$ cat config.mk
export PLATFORM = sky130hd
export DESIGN_NAME = dac_write_arbiter
export DESIGN_NICKNAME = d
export VERILOG_FILES = /design/src/rtl/dac_write_arbiter.sv
export SDC_FILE = /design/constraint.sdc
export NUM_CORES = 1
export LEC_CHECK = 0
export ABC_AREA = 1
export CORE_ASPECT_RATIO = 0.9
export CORE_MARGIN = 3
export CORE_UTILIZATION = 28
export DETAILED_ROUTE_END_ITERATION = 10
export GPL_TIMING_DRIVEN = 0
export SYNTH_ARGS = -nofsm -noshare
export SYNTH_HDL_FRONTEND = slang
export SYNTH_SLANG_ARGS = --single-unit
$ cat constraint.sdc
create_clock -name clk -period 3.3 [get_ports clk]
set_input_delay 0.66 -clock clk [delete_from_list [all_inputs] [get_ports clk]]
set_output_delay 0.66 -clock clk [all_outputs]
set_load 0.01 [all_outputs]
$ cat src/rtl/dac_write_arbiter.sv
// Shares one DAC serial write engine among N_REQ valid/ready sources, with fixed-priority or
// round-robin arbitration, a minimum start-to-start interval and a busy-rise timeout guard.
module dac_write_arbiter #(
    parameter int unsigned DAC_WIDTH    = 16,
    parameter int unsigned N_REQ        = 3,
    parameter int unsigned BUSY_TIMEOUT = 64
) (
    input  logic                       clk,
    input  logic                       sreset,
    input  logic [N_REQ-1:0]           req_valid,
    input  logic [N_REQ*DAC_WIDTH-1:0] req_data,
    output logic [N_REQ-1:0]           req_ready,
    input  logic                       rr_enable,
    input  logic [15:0]                min_interval,
    input  logic                       err_clear,
    output logic [DAC_WIDTH-1:0]       dac_data,
    output logic                       dac_start,
    input  logic                       dac_busy,
    output logic [$clog2(N_REQ)-1:0]   grant_id,
    output logic                       timeout_err,
    output logic [31:0]                update_count
);

    localparam int unsigned IdW = $clog2(N_REQ);
    localparam int unsigned ToW = $clog2(BUSY_TIMEOUT + 1);

    localparam logic [1:0] StIdle     = 2'd0;
    localparam logic [1:0] StStart    = 2'd1;
    localparam logic [1:0] StWaitBusy = 2'd2;
    localparam logic [1:0] StWaitDone = 2'd3;

    logic [1:0]           state_q, state_d;
    logic [IdW-1:0]       rr_ptr_q, rr_ptr_d;
    logic [IdW-1:0]       grant_q, grant_d;
    logic [DAC_WIDTH-1:0] data_q, data_d;
    logic [15:0]          since_start_q, since_start_d;
    logic [ToW-1:0]       to_cnt_q, to_cnt_d;
    logic                 err_q, err_d;
    logic [31:0]          count_q, count_d;

    logic                 fp_hit, rr_hit, interval_met, accept;
    logic [IdW-1:0]       fp_idx, rr_idx, winner;

    function automatic logic [IdW-1:0] rr_index(input logic [IdW-1:0] ptr, input int unsigned k);
        int unsigned j;
        j = 32'(ptr) + k;
        if (j >= N_REQ) j = j - N_REQ;
        return IdW'(j);
    endfunction

    // Both searches iterate from the far end so the last hit is the winning one.
    always_comb begin
        fp_hit = 1'b0;
        fp_idx = '0;
        for (int i = int'(N_REQ) - 1; i >= 0; i--) begin
            if (req_valid[i]) begin
                fp_hit = 1'b1;
                fp_idx = IdW'(i);
            end
        end
        rr_hit = 1'b0;
        rr_idx = '0;
        for (int unsigned k = N_REQ; k >= 1; k--) begin
            if (req_valid[rr_index(rr_ptr_q, k)]) begin
                rr_hit = 1'b1;
                rr_idx = rr_index(rr_ptr_q, k);
            end
        end
    end

    // since_start reads 0 in the dac_start cycle, so starts land exactly min_interval apart.
    assign interval_met = ({1'b0, since_start_q} + 17'd1) >= {1'b0, min_interval};
    assign winner       = rr_enable ? rr_idx : fp_idx;
    assign accept       = (state_q == StIdle) && (fp_hit || rr_hit) && interval_met && !sreset;

    always_comb begin
        req_ready = '0;
        for (int i = 0; i < int'(N_REQ); i++) begin
            req_ready[i] = accept && (winner == IdW'(i));
        end
    end

    always_comb begin
        state_d       = state_q;
        rr_ptr_d      = rr_ptr_q;
        grant_d       = grant_q;
        data_d        = data_q;
        to_cnt_d      = to_cnt_q;
        err_d         = err_q;
        count_d       = count_q;
        since_start_d = (since_start_q == 16'hFFFF) ? since_start_q : since_start_q + 16'd1;
        if (err_clear) err_d = 1'b0;

        unique case (state_q)
            StIdle: begin
                if (accept) begin
                    rr_ptr_d      = winner;
                    grant_d       = winner;
                    data_d        = req_data[32'(winner) * DAC_WIDTH +: DAC_WIDTH];
                    since_start_d = '0;
                    state_d       = StStart;
                end
            end
            StStart: begin
                to_cnt_d = '0;
                state_d  = StWaitBusy;
            end
            StWaitBusy: begin
                if (dac_busy) begin
                    state_d = StWaitDone;
                end else if (to_cnt_q == ToW'(BUSY_TIMEOUT - 1)) begin
                    err_d   = 1'b1;
                    state_d = StIdle;
                end else begin
                    to_cnt_d = to_cnt_q + ToW'(1);
                end
            end
            StWaitDone: begin
                if (!dac_busy) begin
                    count_d = count_q + 32'd1;
                    state_d = StIdle;
                end
            end
            default: state_d = StIdle;
        endcase
    end

    always_ff @(posedge clk) begin
        if (sreset) begin
            state_q       <= StIdle;
            rr_ptr_q      <= IdW'(N_REQ - 1);
            grant_q       <= '0;
            data_q        <= '0;
            since_start_q <= 16'hFFFF;
            to_cnt_q      <= '0;
            err_q         <= 1'b0;
            count_q       <= '0;
        end else begin
            state_q       <= state_d;
            rr_ptr_q      <= rr_ptr_d;
            grant_q       <= grant_d;
            data_q        <= data_d;
            since_start_q <= since_start_d;
            to_cnt_q      <= to_cnt_d;
            err_q         <= err_d;
            count_q       <= count_d;
        end
    end

    assign dac_start    = (state_q == StStart);
    assign dac_data     = data_q;
    assign grant_id     = grant_q;
    assign timeout_err  = err_q;
    assign update_count = count_q;

endmodule

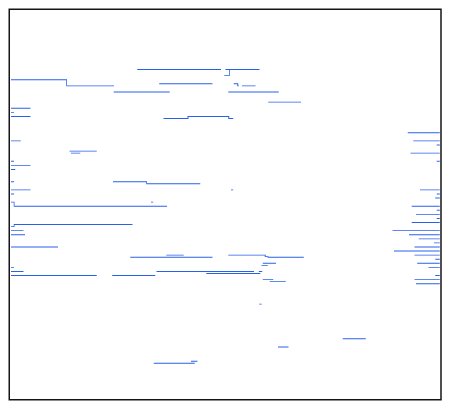
*Metal 3*
Scale: 3 px per µm.
share of all routed wire: 5.1%
main direction: horizontal

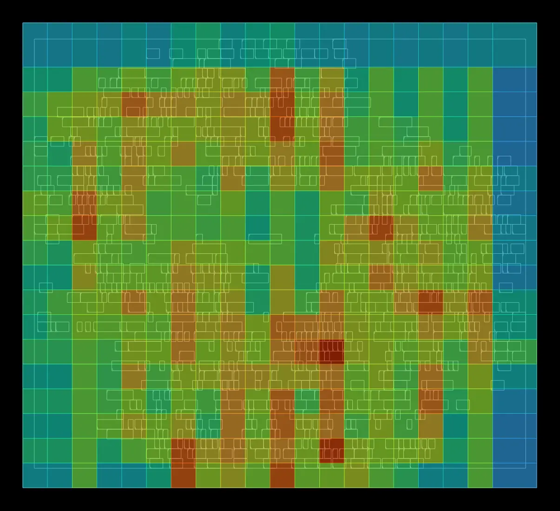
*Routing congestion*
Global Route met1 Usage: 21.0%
routing usage on met3: 4.39%

==> notes.md <==
Purpose: to document the outcome of synthesis and place and route.

Job
Across the run, the number of max-cap violations was 0.

Synth
The synth_stat.txt file lists the number of cells as 714. The number of flops mapped to enable cells by yosys is 0. The post-synthesis sequential element count is 77. The cell-mix breakdown from Yosys lists the XOR/XNOR area share as 4.42%. The library cell occupying the most area in the post-synthesis netlist is dfxtp_1.

Setup path
The reg-to-reg critical path startpoint is since_start_q[0]. The cell sequence reported for the critical path is ha_4 -> nand3_4 -> nor2_4 -> nand3_4 -> nor2_4 -> nand2_1 -> xor2_1 -> inv_1 -> ha_4 -> nand2_4 -> nor4_2 -> nand2_1 -> nand3_2 -> nand3_4 -> buf_6 -> nor2_4 -> buf_6. The cell family contributing the most delay on the critical path is simple AND/OR/NAND/NOR gates.

Timing
Timing would allow up to 274 MHz. The clock period minus final worst setup slack is 3.65 ns. Per the finish-stage timing summary, setup violations number 3. The final worst-path cycle share is 111%. In the post-route analysis, the smallest setup slack over all paths is -0.347 ns. Hold is met by 0.449 ns.

Run status
The checks that failed: setup timing. The run finished, with violations left.

Floorplanning
The floorplan step defined a die boundary enclosing 0.0186 mm². Before placement the cells fill 29.0% of the core.

Global routing
Entering global routing, the biggest net connects 14 pins. The total track usage is 15.3%.

Final layout
The final-stage net count is 967.

Placed design
Port buffering added 125 buffers.

Detailed routing
The length of the first detailed-routing pass in iterations is 4. In the final routed layout, each cell accounts on average for 12.9 µm.

Power
Per report_power, the sequential group accounts for 27.6% of the total.

CTS
The CTS log lists the clock sinks for this run as 77.
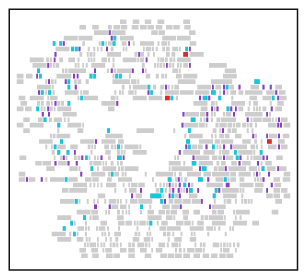
*Gate-type map*
Scale: 2 px per µm.
[inv cells] purple | cells: 115 | most used: inv_1
[non-inverting ao/oa cells] red | cells: 3 | most used: o21a_1
[aoi and oai cells] cyan | cells: 73 | most used: a21oi_1

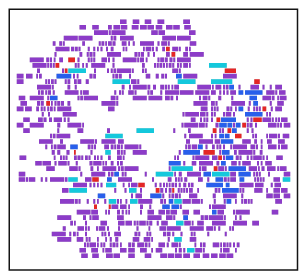
*Drive-strength map*
Scale: 2 px per µm.
[x2] red | cells: 25 | share: 2.9%
[x1 and smaller] purple | cells: 783 | share: 90%
[x6 and larger] cyan | cells: 22 | share: 2.5%
[x3 and x4] blue | cells: 43 | share: 4.9%

layout by cell type, fill, tap and decap left out, types with 7 or more instances in the layout:
cell / synthesis / layout
nand3_1: 39 / 39
inv_1: 110 / 109
xor2_1: 15 / 13
nand2_2: 4 / 7
o21ai_0: 26 / 26
nor2_4: 3 / 7
a21oi_1: 35 / 34
clkbuf_1: 7 / 7
xnor2_1: 9 / 9
clkdlybuf4s50_1: 0 / 122
buf_4: 1 / 18
nand4_1: 9 / 9
buf_6: 5 / 8
ha_1: 27 / 24
nor2_1: 78 / 72
dfxtp_1: 77 / 74
nor3_1: 24 / 24
clkbuf_16: 0 / 9
nand2_1: 199 / 194
per-layer routing:
layer	GRT usage [%]	share of wire [%]	vias to the layer above
met1	21.0	50	2146
met4	2.60	0.64	0
met2	24.3	45	102
met3	4.39	5.1	8
met5	0	0	-
li1	-	-	2557
power by group through the flow:
stage,clock network [mW],logic (mW),registers [mW]
after detailed placement,0,2.04,1.29
final,1.09,2.31,1.30
after CTS,1.13,2.26,1.29
after global routing,1.16,2.65,1.33
after global placement,0,2.02,1.29
after floorplan,0,1.40,1.29
sequential cells by signal, indices dropped and copies added, names as in the netlist:
| signal | flops |
|---|---|
| dac_data | 16 |
| grant_id | 1 |
| rr_ptr_q | 2 |
| since_start_q | 16 |
| state_q | 2 |
| timeout_err | 1 |
| to_cnt_q | 7 |
| update_count | 32 |
area by class of cell:
type / count / area (µm²) / share of cell area, %
Tap cell: 207 / 259 / 3.76
Inverter: 115 / 435 / 6.33
Buffer: 12 / 82.6 / 1.20
Clock inverter: 5 / 82.6 / 1.20
Timing Repair Buffer: 144 / 1410 / 20.4
Clock buffer: 11 / 243 / 3.53
Sequential cell: 77 / 1550 / 22.6
Multi-Input combinational cell: 509 / 2820 / 41.0
worst min-delay path: cells and delay by family (launching register included):
kind / cells / cell delay, ns
DFF: 1 / 0.29
buffers and inverters: 1 / 0.06
and+or+nand+nor: 1 / 0.05
worst paths after layout:
kind,endpoint,cells past startpoint
max,req_ready[0],17
min,to_cnt_q[6],2
max reg2reg,since_start_q[10],20
min reg2reg,to_cnt_q[6],2
what timing repair did:
item	CTS	global route
pin swaps	16	16
setup buffers	16	4
setup endpoints to repair	3	28
resized	41	12
kinds of logic (layout without fill, tap and decap cells):
| family | Yosys count | after routing |
|---|---|---|
| simple gates | 382 | 382 |
| xor+xnor | 24 | 24 |
| buf+inv | 128 | 287 |
| fa+ha+maj | 27 | 27 |
| flops | 77 | 77 |
| compound gates | 76 | 76 |
per-stage QoR:
stage               setup WS, ns  setup TNS (ns)  utilization (%)
floorplan                 0.0504               0                -
global placement          -0.896           -2.34             38.2
detailed placement        -0.951           -2.49             38.2
CTS                       -0.386           -1.13             41.6
global route              -0.592           -1.86             41.9
finish                    -0.347           -1.02             41.9
No activity file was given, so power comes from the tool's default toggle rates.
